==> images/flops_by_reg.png <==
Scale bar: 20 um.
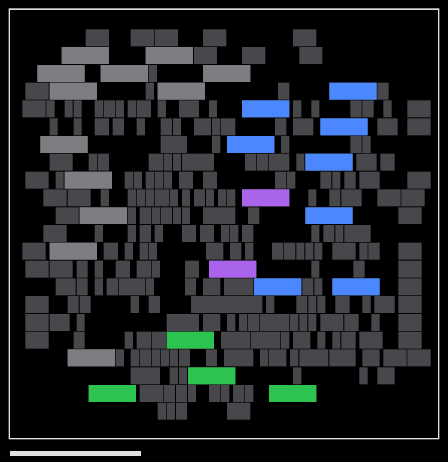
==> images/cell_density.png <==
The die is cut into 7 by 7 equal tiles; black is low, pale yellow is high, 0 to 100% covered.
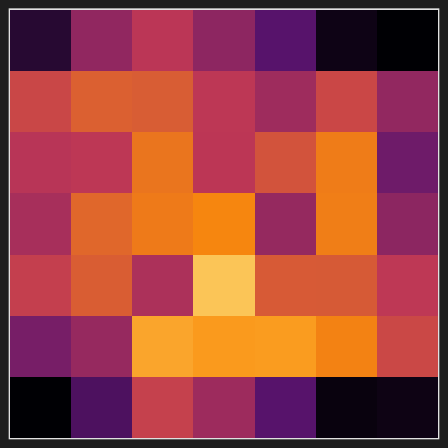
**src/rtl/game_fsm_pkg.sv**
```systemverilog
// game_pkg: shared state/direction encodings, default parameters and
// the state-to-strobe decode used by the snake game controller.
package game_pkg;

  localparam int DEF_SCORE_W     = 8;
  localparam int DEF_LIVES       = 3;
  localparam int DEF_BASE_PERIOD = 16;
  localparam int DEF_MIN_PERIOD  = 4;
  localparam int DEF_STEP_PERIOD = 2;
  localparam int DEF_LEVEL_SHIFT = 2;
  localparam int DEF_MAX_LEVEL   = 7;

  typedef enum logic [3:0] {
    S_IDLE    = 4'd0,
    S_START   = 4'd1,
    S_GENFOOD = 4'd2,
    S_RENDER  = 4'd3,
    S_WAIT    = 4'd4,
    S_MOVE    = 4'd5,
    S_CHECK   = 4'd6,
    S_PAUSE   = 4'd7,
    S_DEAD    = 4'd8,
    S_OVER    = 4'd9
  } state_e;

  typedef enum logic [1:0] {
    DIR_UP    = 2'b00,
    DIR_DOWN  = 2'b01,
    DIR_LEFT  = 2'b10,
    DIR_RIGHT = 2'b11
  } dir_e;

  typedef struct packed {
    logic clear;
    logic snake_rst;
    logic gen_food;
    logic flash;
    logic move_en;
    logic game_over;
  } strobe_t;

  // Moore decode: every strobe is a pure function of the state it belongs to.
  function automatic strobe_t stb_of(state_e s);
    strobe_t t;
    t           = '0;
    t.clear     = (s == S_IDLE);
    t.snake_rst = (s == S_START);
    t.gen_food  = (s == S_GENFOOD);
    t.flash     = (s == S_RENDER);
    t.move_en   = (s == S_MOVE);
    t.game_over = (s == S_OVER);
    return t;
  endfunction

  // Same axis (bit1) but opposite sense (bit0) means a 180-degree turn.
  function automatic logic is_reverse(logic [1:0] req, logic [1:0] cur);
    return (req[1] == cur[1]) && (req[0] != cur[0]);
  endfunction

endpackage

```
**src/rtl/game_fsm_if.sv**
```systemverilog
// game_fsm_if: handshake and status bundle between the game controller
// (slave side) and the food generator / renderer / input logic (master side).
interface game_fsm_if import game_pkg::*; #(
  parameter int SCORE_W   = DEF_SCORE_W,
  parameter int LIVES     = DEF_LIVES,
  parameter int MAX_LEVEL = DEF_MAX_LEVEL
);
  localparam int LIVES_W = $clog2(LIVES + 1);
  localparam int LEVEL_W = $clog2(MAX_LEVEL + 1);

  logic               start;
  logic               pause;
  logic               gen_done;
  logic               render_done;
  logic               collide;
  logic [1:0]         dir_in;
  logic [SCORE_W-1:0] score;

  logic               clear;
  logic               snake_rst;
  logic               gen_food;
  logic               flash;
  logic               move_en;
  logic               game_over;
  logic [1:0]         dir_out;
  logic [SCORE_W-1:0] score_out;
  logic [LIVES_W-1:0] lives;
  logic [LEVEL_W-1:0] level;
  logic [3:0]         state;

  modport master (
    output start, pause, gen_done, render_done, collide, dir_in, score,
    input  clear, snake_rst, gen_food, flash, move_en, game_over,
           dir_out, score_out, lives, level, state
  );

  modport slave (
    input  start, pause, gen_done, render_done, collide, dir_in, score,
    output clear, snake_rst, gen_food, flash, move_en, game_over,
           dir_out, score_out, lives, level, state
  );

endinterface

```
**src/rtl/game_fsm_move_timer.sv**
```systemverilog
// move_timer: level-dependent move period and saturating tick counter.
// The clearing cycle (MOVE) counts as the first cycle of the next period,
// so move_en pulses are spaced exactly one period apart.
module move_timer import game_pkg::*; #(
  parameter int BASE_PERIOD = DEF_BASE_PERIOD,
  parameter int MIN_PERIOD  = DEF_MIN_PERIOD,
  parameter int STEP_PERIOD = DEF_STEP_PERIOD,
  parameter int LEVEL_W     = 3
) (
  input  logic               clk,
  input  logic               rst,
  input  logic [LEVEL_W-1:0] i_level,
  input  logic               i_run,
  input  logic               i_clr,
  output logic               o_tick
);
  localparam int CNT_W = $clog2(BASE_PERIOD);
  localparam int SPAN  = BASE_PERIOD - MIN_PERIOD;
  localparam logic [CNT_W-1:0] CNT_MAX = CNT_W'(BASE_PERIOD - 1);

  logic [CNT_W-1:0] r_cnt;
  logic [31:0]      w_red;
  logic [31:0]      w_period;

  // Period shrinks with level; clamp before subtracting so it never underflows.
  always_comb begin
    w_red    = 32'(i_level) * 32'(STEP_PERIOD);
    w_period = (w_red >= 32'(SPAN)) ? 32'(MIN_PERIOD) : 32'(BASE_PERIOD) - w_red;
  end

  assign o_tick = (32'(r_cnt) >= (w_period - 32'd1));

  // Counter saturates at the longest threshold, so it can never wrap back below it.
  always_ff @(posedge clk) begin
    if (rst)                             r_cnt <= '0;
    else if (i_clr)                      r_cnt <= i_run ? CNT_W'(1) : '0;
    else if (i_run && (r_cnt != CNT_MAX)) r_cnt <= r_cnt + CNT_W'(1);
  end

endmodule

```
**src/rtl/game_fsm.sv**
```systemverilog
// game_fsm: snake game sequencer. Registered Moore strobes, lives/score
// bookkeeping, direction filtering and a level-scaled move timer.
module game_fsm import game_pkg::*; #(
  parameter int SCORE_W     = DEF_SCORE_W,
  parameter int LIVES       = DEF_LIVES,
  parameter int BASE_PERIOD = DEF_BASE_PERIOD,
  parameter int MIN_PERIOD  = DEF_MIN_PERIOD,
  parameter int STEP_PERIOD = DEF_STEP_PERIOD,
  parameter int LEVEL_SHIFT = DEF_LEVEL_SHIFT,
  parameter int MAX_LEVEL   = DEF_MAX_LEVEL
) (
  input  logic       clk,
  input  logic       rst,
  game_fsm_if.slave  bus
);
  localparam int LIVES_W = $clog2(LIVES + 1);
  localparam int LEVEL_W = $clog2(MAX_LEVEL + 1);

  state_e             r_state, w_nxt_state;
  strobe_t            r_stb, w_nxt_stb;
  logic [LIVES_W-1:0] r_lives, w_nxt_lives;
  logic [SCORE_W-1:0] r_score_q, w_nxt_score_q;
  logic [1:0]         r_dir, w_nxt_dir;
  logic [SCORE_W-1:0] w_lvl_raw;
  logic [LEVEL_W-1:0] w_level;
  logic               w_tick, w_run, w_clr;

  // Level follows the live score combinationally, saturating at MAX_LEVEL.
  always_comb begin
    w_lvl_raw = bus.score >> LEVEL_SHIFT;
    w_level   = (32'(w_lvl_raw) > 32'(MAX_LEVEL)) ? LEVEL_W'(MAX_LEVEL)
                                                  : LEVEL_W'(w_lvl_raw);
  end

  // Timer runs through the play loop, freezes in PAUSE/DEAD/OVER, restarts on MOVE.
  assign w_run = r_state inside {S_START, S_GENFOOD, S_RENDER, S_WAIT, S_CHECK, S_MOVE};
  assign w_clr = r_state inside {S_IDLE, S_MOVE};

  move_timer #(
    .BASE_PERIOD (BASE_PERIOD),
    .MIN_PERIOD  (MIN_PERIOD),
    .STEP_PERIOD (STEP_PERIOD),
    .LEVEL_W     (LEVEL_W)
  ) u_timer (
    .clk     (clk),
    .rst     (rst),
    .i_level (w_level),
    .i_run   (w_run),
    .i_clr   (w_clr),
    .o_tick  (w_tick)
  );

  // Next-state, bookkeeping and strobe decode; handshakes only matter in their own state.
  always_comb begin
    w_nxt_state   = r_state;
    w_nxt_lives   = r_lives;
    w_nxt_score_q = r_score_q;
    w_nxt_dir     = r_dir;
    unique case (r_state)
      S_IDLE: if (bus.start) begin
        w_nxt_state   = S_START;
        w_nxt_lives   = LIVES_W'(LIVES);
        w_nxt_score_q = '0;
        w_nxt_dir     = DIR_UP;
      end
      S_START:   w_nxt_state = S_GENFOOD;
      S_GENFOOD: if (bus.gen_done)    w_nxt_state = S_RENDER;
      S_RENDER:  if (bus.render_done) w_nxt_state = S_WAIT;
      S_WAIT: begin
        if (bus.pause)   w_nxt_state = S_PAUSE;
        else if (w_tick) w_nxt_state = S_MOVE;
      end
      S_PAUSE:   if (!bus.pause) w_nxt_state = S_WAIT;
      S_MOVE: begin
        w_nxt_state = S_CHECK;
        if (!is_reverse(bus.dir_in, r_dir)) w_nxt_dir = bus.dir_in;
      end
      S_CHECK: begin
        w_nxt_score_q = bus.score;
        if (bus.collide)                w_nxt_state = S_DEAD;
        else if (bus.score != r_score_q) w_nxt_state = S_GENFOOD;
        else                            w_nxt_state = S_RENDER;
      end
      S_DEAD: begin
        w_nxt_lives = (r_lives != '0) ? r_lives - LIVES_W'(1) : '0;
        w_nxt_state = (r_lives <= LIVES_W'(1)) ? S_OVER : S_START;
      end
      S_OVER:    if (bus.start) w_nxt_state = S_IDLE;
      default:   w_nxt_state = S_IDLE;
    endcase
    w_nxt_stb = stb_of(w_nxt_state);
  end

  // State and all strobes registered together; reset lands directly in IDLE.
  always_ff @(posedge clk) begin
    if (rst) begin
      r_state   <= S_IDLE;
      r_stb     <= stb_of(S_IDLE);
      r_lives   <= '0;
      r_score_q <= '0;
      r_dir     <= DIR_UP;
    end else begin
      r_state   <= w_nxt_state;
      r_stb     <= w_nxt_stb;
      r_lives   <= w_nxt_lives;
      r_score_q <= w_nxt_score_q;
      r_dir     <= w_nxt_dir;
    end
  end

  assign bus.clear     = r_stb.clear;
  assign bus.snake_rst = r_stb.snake_rst;
  assign bus.gen_food  = r_stb.gen_food;
  assign bus.flash     = r_stb.flash;
  assign bus.move_en   = r_stb.move_en;
  assign bus.game_over = r_stb.game_over;
  assign bus.dir_out   = r_dir;
  assign bus.score_out = bus.score;
  assign bus.lives     = r_lives;
  assign bus.level     = w_level;
  assign bus.state     = r_state;

endmodule

```
**src/flat_wrapper.sv**
```systemverilog
// flat-port wrapper written by rule: the top's interface ports become plain ports
module game_fsm_flat import game_pkg::*;
#(
  parameter int SCORE_W     = DEF_SCORE_W,
  parameter int LIVES       = DEF_LIVES,
  parameter int BASE_PERIOD = DEF_BASE_PERIOD,
  parameter int MIN_PERIOD  = DEF_MIN_PERIOD,
  parameter int STEP_PERIOD = DEF_STEP_PERIOD,
  parameter int LEVEL_SHIFT = DEF_LEVEL_SHIFT,
  parameter int MAX_LEVEL   = DEF_MAX_LEVEL
)
  (clk, rst, bus_start, bus_pause, bus_gen_done, bus_render_done, bus_collide, bus_dir_in, bus_score, bus_clear, bus_snake_rst, bus_gen_food, bus_flash, bus_move_en, bus_game_over, bus_dir_out, bus_score_out, bus_lives, bus_level, bus_state);
  game_fsm_if #(.SCORE_W(SCORE_W), .LIVES(LIVES), .MAX_LEVEL(MAX_LEVEL)) bus_i ();
  input  logic clk;
  input  logic rst;
  input wire logic [$bits(bus_i.start)-1:0] bus_start;
  input wire logic [$bits(bus_i.pause)-1:0] bus_pause;
  input wire logic [$bits(bus_i.gen_done)-1:0] bus_gen_done;
  input wire logic [$bits(bus_i.render_done)-1:0] bus_render_done;
  input wire logic [$bits(bus_i.collide)-1:0] bus_collide;
  input wire logic [$bits(bus_i.dir_in)-1:0] bus_dir_in;
  input wire logic [$bits(bus_i.score)-1:0] bus_score;
  output wire logic [$bits(bus_i.clear)-1:0] bus_clear;
  output wire logic [$bits(bus_i.snake_rst)-1:0] bus_snake_rst;
  output wire logic [$bits(bus_i.gen_food)-1:0] bus_gen_food;
  output wire logic [$bits(bus_i.flash)-1:0] bus_flash;
  output wire logic [$bits(bus_i.move_en)-1:0] bus_move_en;
  output wire logic [$bits(bus_i.game_over)-1:0] bus_game_over;
  output wire logic [$bits(bus_i.dir_out)-1:0] bus_dir_out;
  output wire logic [$bits(bus_i.score_out)-1:0] bus_score_out;
  output wire logic [$bits(bus_i.lives)-1:0] bus_lives;
  output wire logic [$bits(bus_i.level)-1:0] bus_level;
  output wire logic [$bits(bus_i.state)-1:0] bus_state;
  assign bus_i.start = bus_start;
  assign bus_i.pause = bus_pause;
  assign bus_i.gen_done = bus_gen_done;
  assign bus_i.render_done = bus_render_done;
  assign bus_i.collide = bus_collide;
  assign bus_i.dir_in = bus_dir_in;
  assign bus_i.score = bus_score;
  assign bus_clear = bus_i.clear;
  assign bus_snake_rst = bus_i.snake_rst;
  assign bus_gen_food = bus_i.gen_food;
  assign bus_flash = bus_i.flash;
  assign bus_move_en = bus_i.move_en;
  assign bus_game_over = bus_i.game_over;
  assign bus_dir_out = bus_i.dir_out;
  assign bus_score_out = bus_i.score_out;
  assign bus_lives = bus_i.lives;
  assign bus_level = bus_i.level;
  assign bus_state = bus_i.state;
  game_fsm #(.SCORE_W(SCORE_W), .LIVES(LIVES), .BASE_PERIOD(BASE_PERIOD), .MIN_PERIOD(MIN_PERIOD), .STEP_PERIOD(STEP_PERIOD), .LEVEL_SHIFT(LEVEL_SHIFT), .MAX_LEVEL(MAX_LEVEL)) u_core (.clk(clk), .rst(rst), .bus(bus_i));
endmodule
```
**config.mk**
```make
export PLATFORM = sky130hd
export DESIGN_NAME = game_fsm_flat
export DESIGN_NICKNAME = d
export VERILOG_FILES = /design/src/rtl/game_fsm_pkg.sv /design/src/rtl/game_fsm_if.sv /design/src/rtl/game_fsm_move_timer.sv /design/src/rtl/game_fsm.sv /design/src/flat_wrapper.sv
export SDC_FILE = /design/constraint.sdc
export NUM_CORES = 1
export LEC_CHECK = 0
export ABC_AREA = 1
export CORE_UTILIZATION = 40
export DETAILED_ROUTE_END_ITERATION = 6
export HOLD_SLACK_MARGIN = 0.02
export PLACE_DENSITY_LB_ADDON = 0.2
export SLEW_MARGIN = 15
export SYNTH_ARGS = -nofsm -noshare
export SYNTH_HDL_FRONTEND = slang
export SYNTH_SLANG_ARGS = --single-unit
```
**constraint.sdc**
```tcl
create_clock -name clk -period 3.85 [get_ports clk]
set_input_delay 0.9625 -clock clk [delete_from_list [all_inputs] [get_ports clk]]
set_output_delay 0.9625 -clock clk [all_outputs]
set_load 0.05 [all_outputs]
```
==> deck_impl_summary.md <==
Run Summary

Placement
  • Placed cells: approximately 310
  • Post-place instance area: 0.002001 sq mm
  • GP Congestion: 0.8110
  • Hpwl dp: 2554 um
  • Pre-CTS setup slack: 304.2 ps

Status
  • Outcome: finished clean

Finish
  • Layout area overhead: 28.67%

Setup path
  • CP startpoint: bus_score[2]
  • Crit Path Max Fanout: 5
  • Buf/Inv on CP: 2
  • Crit path to: bus_score_out[2]
  • Startpoint Class: input pin
  • Worst path max stage delay: 860 ps
  • Worst R2R Start: u_core.bus.state[2]$_SDFF_PP0_
  • Crit-path cells: clkdlybuf4s50_1 > clkdlybuf4s50_1
  • Crit Path Class: in -> out

Timing
  • PnR worst setup slack: 439.1 ps
  • # setup viols final: 0
  • Max Slew Vio Count: 0
  • Final period util: roughly nine tenths
  • Worst slew margin: 51.13%

Synthesis
  • Main area contributors after synthesis: dfxtp_1, nand2_1, inv_1, a21oi_1, nand3_1
  • Async set or reset register ratio after synthesis: 0%
  • Mapped Nets: 256
  • Synth cell count leaders: nand2_1, inv_1, dfxtp_1
  • Mean Syn Cell Area: around 6.9 sq um
  • Commonest flop: dfxtp_1
  • Max-area cell share: about 32%
  • Ys Warns: 0

Clocking
  • Total CTS buffers: 3
  • Clk latency late pin: 270 ps
  • Clock transition at path regs: ~90 ps
  • Clock root buffer: clkbuf_8
  • Hold-fix buffers, CTS: 0

Power
  • Leak Pwr: 0.8670 nW
  • Sw Share: 32.94%
  • Cell Int Power: around 0.00050 W
  • Pwr per Cell Area: 360.1 mW/mm^2

Drt
  • Vias: 1497
  • Wl on met1: 1667 um
  • Routed wire length: 3337 um
  • Met2 WL: 1462 um
  • DR pass1 iterations: 4

Global routing
  • Total gr overflow: 0
  • All-Layer GR Usage: roughly 17%
  • Antenna violations before repair: 0

Die
  • Fp util: 42.70%
## Picture notes: flops_by_reg.png
- u_core.u_timer.r_cnt: green (placed flops 4; where south)
- u_core.r_score_q: blue (placed flops 8)
- u_core.bus.lives: purple (placed flops 2)
- not colored: 12

## Picture notes: cell_density.png
- emptiest ninth of the die: north-east
- nearly empty tiles: 4.1%
- fullest tile: 87%
- mean over tiles: 47%

layout make-up:
cell class / instances / area, sq um / area share [%]
Inverter: 36 / 135.1 / 6.522
Clock buffer: 3 / 41.29 / 1.993
Tap cell: 48 / 60.06 / 2.899
Sequential cell: 26 / 520.5 / 25.12
Clock inverter: 1 / 30.03 / 1.449
Multi-Input combinational cell: 159 / 882.1 / 42.57
Timing Repair Buffer: 41 / 402.9 / 19.44
metrics by stage:
| stage | total power (W) | util (%) |
|---|---|---|
| detailed placement | 0.0005264 | 53.05 |
| finish | 0.0007462 | 54.94 |
| global placement | 0.0005264 | 53.05 |
| floorplan | 0.0004578 | - |
| CTS | 0.0007568 | 54.94 |
| global route | 0.0007916 | 54.94 |
routing by layer:
layer	vias to the layer above	track usage (%)
li1	800	-
met1	651	21.90
met2	41	29.38
met3	5	2.778
met4	0	6.522
met5	-	0
worst min-delay path by stage:
stage | cells after the start | end | slack (ps)
after floorplan | 2 | u_core.r_score_q[0]$_SDFFE_PP0P_ | 470
after global placement | 2 | u_core.r_score_q[2]$_SDFFE_PP0P_ | 480
after detailed placement | 2 | u_core.r_score_q[3]$_SDFFE_PP0P_ | 490
after CTS | 2 | u_core.r_score_q[3]$_SDFFE_PP0P_ | 500
after global routing | 2 | u_core.r_score_q[2]$_SDFFE_PP0P_ | 530
final | 2 | u_core.bus.dir_out[1]$_SDFFE_PP0P_ | 500
sequential cells by signal, indices dropped and copies added (netlist names):
register              count
u_core.bus.snake_rst      1
u_core.bus.clear          1
u_core.bus.flash          1
u_core.r_score_q          8
u_core.bus.lives          2
u_core.bus.gen_food       1
u_core.bus.game_over      1
u_core.bus.state          4
u_core.bus.dir_out        2
u_core.bus.move_en        1
u_core.u_timer.r_cnt      4
power groups by stage:
stage	combinational, W	clock (W)	sequential [W]
after floorplan	0.000116	0	0.000342
after global placement	0.000225	0	0.000301
after detailed placement	0.000226	0	0.000301
after CTS	0.000226	0.000235	0.000295
after global routing	0.000246	0.000248	0.000297
final	0.000225	0.000227	0.000294
placed cells by master (no fill, tap or decap):
| master | instances |
|---|---|
| nand2_1 | 42 |
| clkdlybuf4s50_1 | 38 |
| inv_1 | 31 |
| dfxtp_1 | 26 |
| nor2_1 | 22 |
| a21oi_1 | 21 |
| nand3_1 | 20 |
| nor2_2 | 7 |
| ha_1 | 7 |
| nand2_2 | 6 |
| xnor2_1 | 5 |
| nor2_4 | 4 |
| nand4_1 | 4 |
| inv_2 | 4 |
| xor2_1 | 4 |
| o21ai_0 | 3 |
| clkbuf_8 | 3 |
| buf_4 | 3 |
| nand3_2 | 2 |
| nand3b_1 | 2 |
| nor3_1 | 2 |
| or2_1 | 1 |
| o21ai_1 | 1 |
| a31oi_1 | 1 |
| clkinv_1 | 1 |
| o21a_1 | 1 |
| o21ai_2 | 1 |
| o211ai_1 | 1 |
| a211oi_1 | 1 |
| o211a_1 | 1 |
| bufinv_16 | 1 |
cells by family (layout without fill, tap and decap cells):
group	Yosys count	count (layout)	synth area share, %
buffers and inverters	47	81	12.90
adders and majority gates	7	7	5.439
xor gates and xnor gates	9	9	4.895
AOI/OAI and AO/OA	31	31	10.72
DFF	26	26	32.32
and+or+nand+nor	112	112	33.72
No activity file was given, so power comes from the tool's default toggle rates.
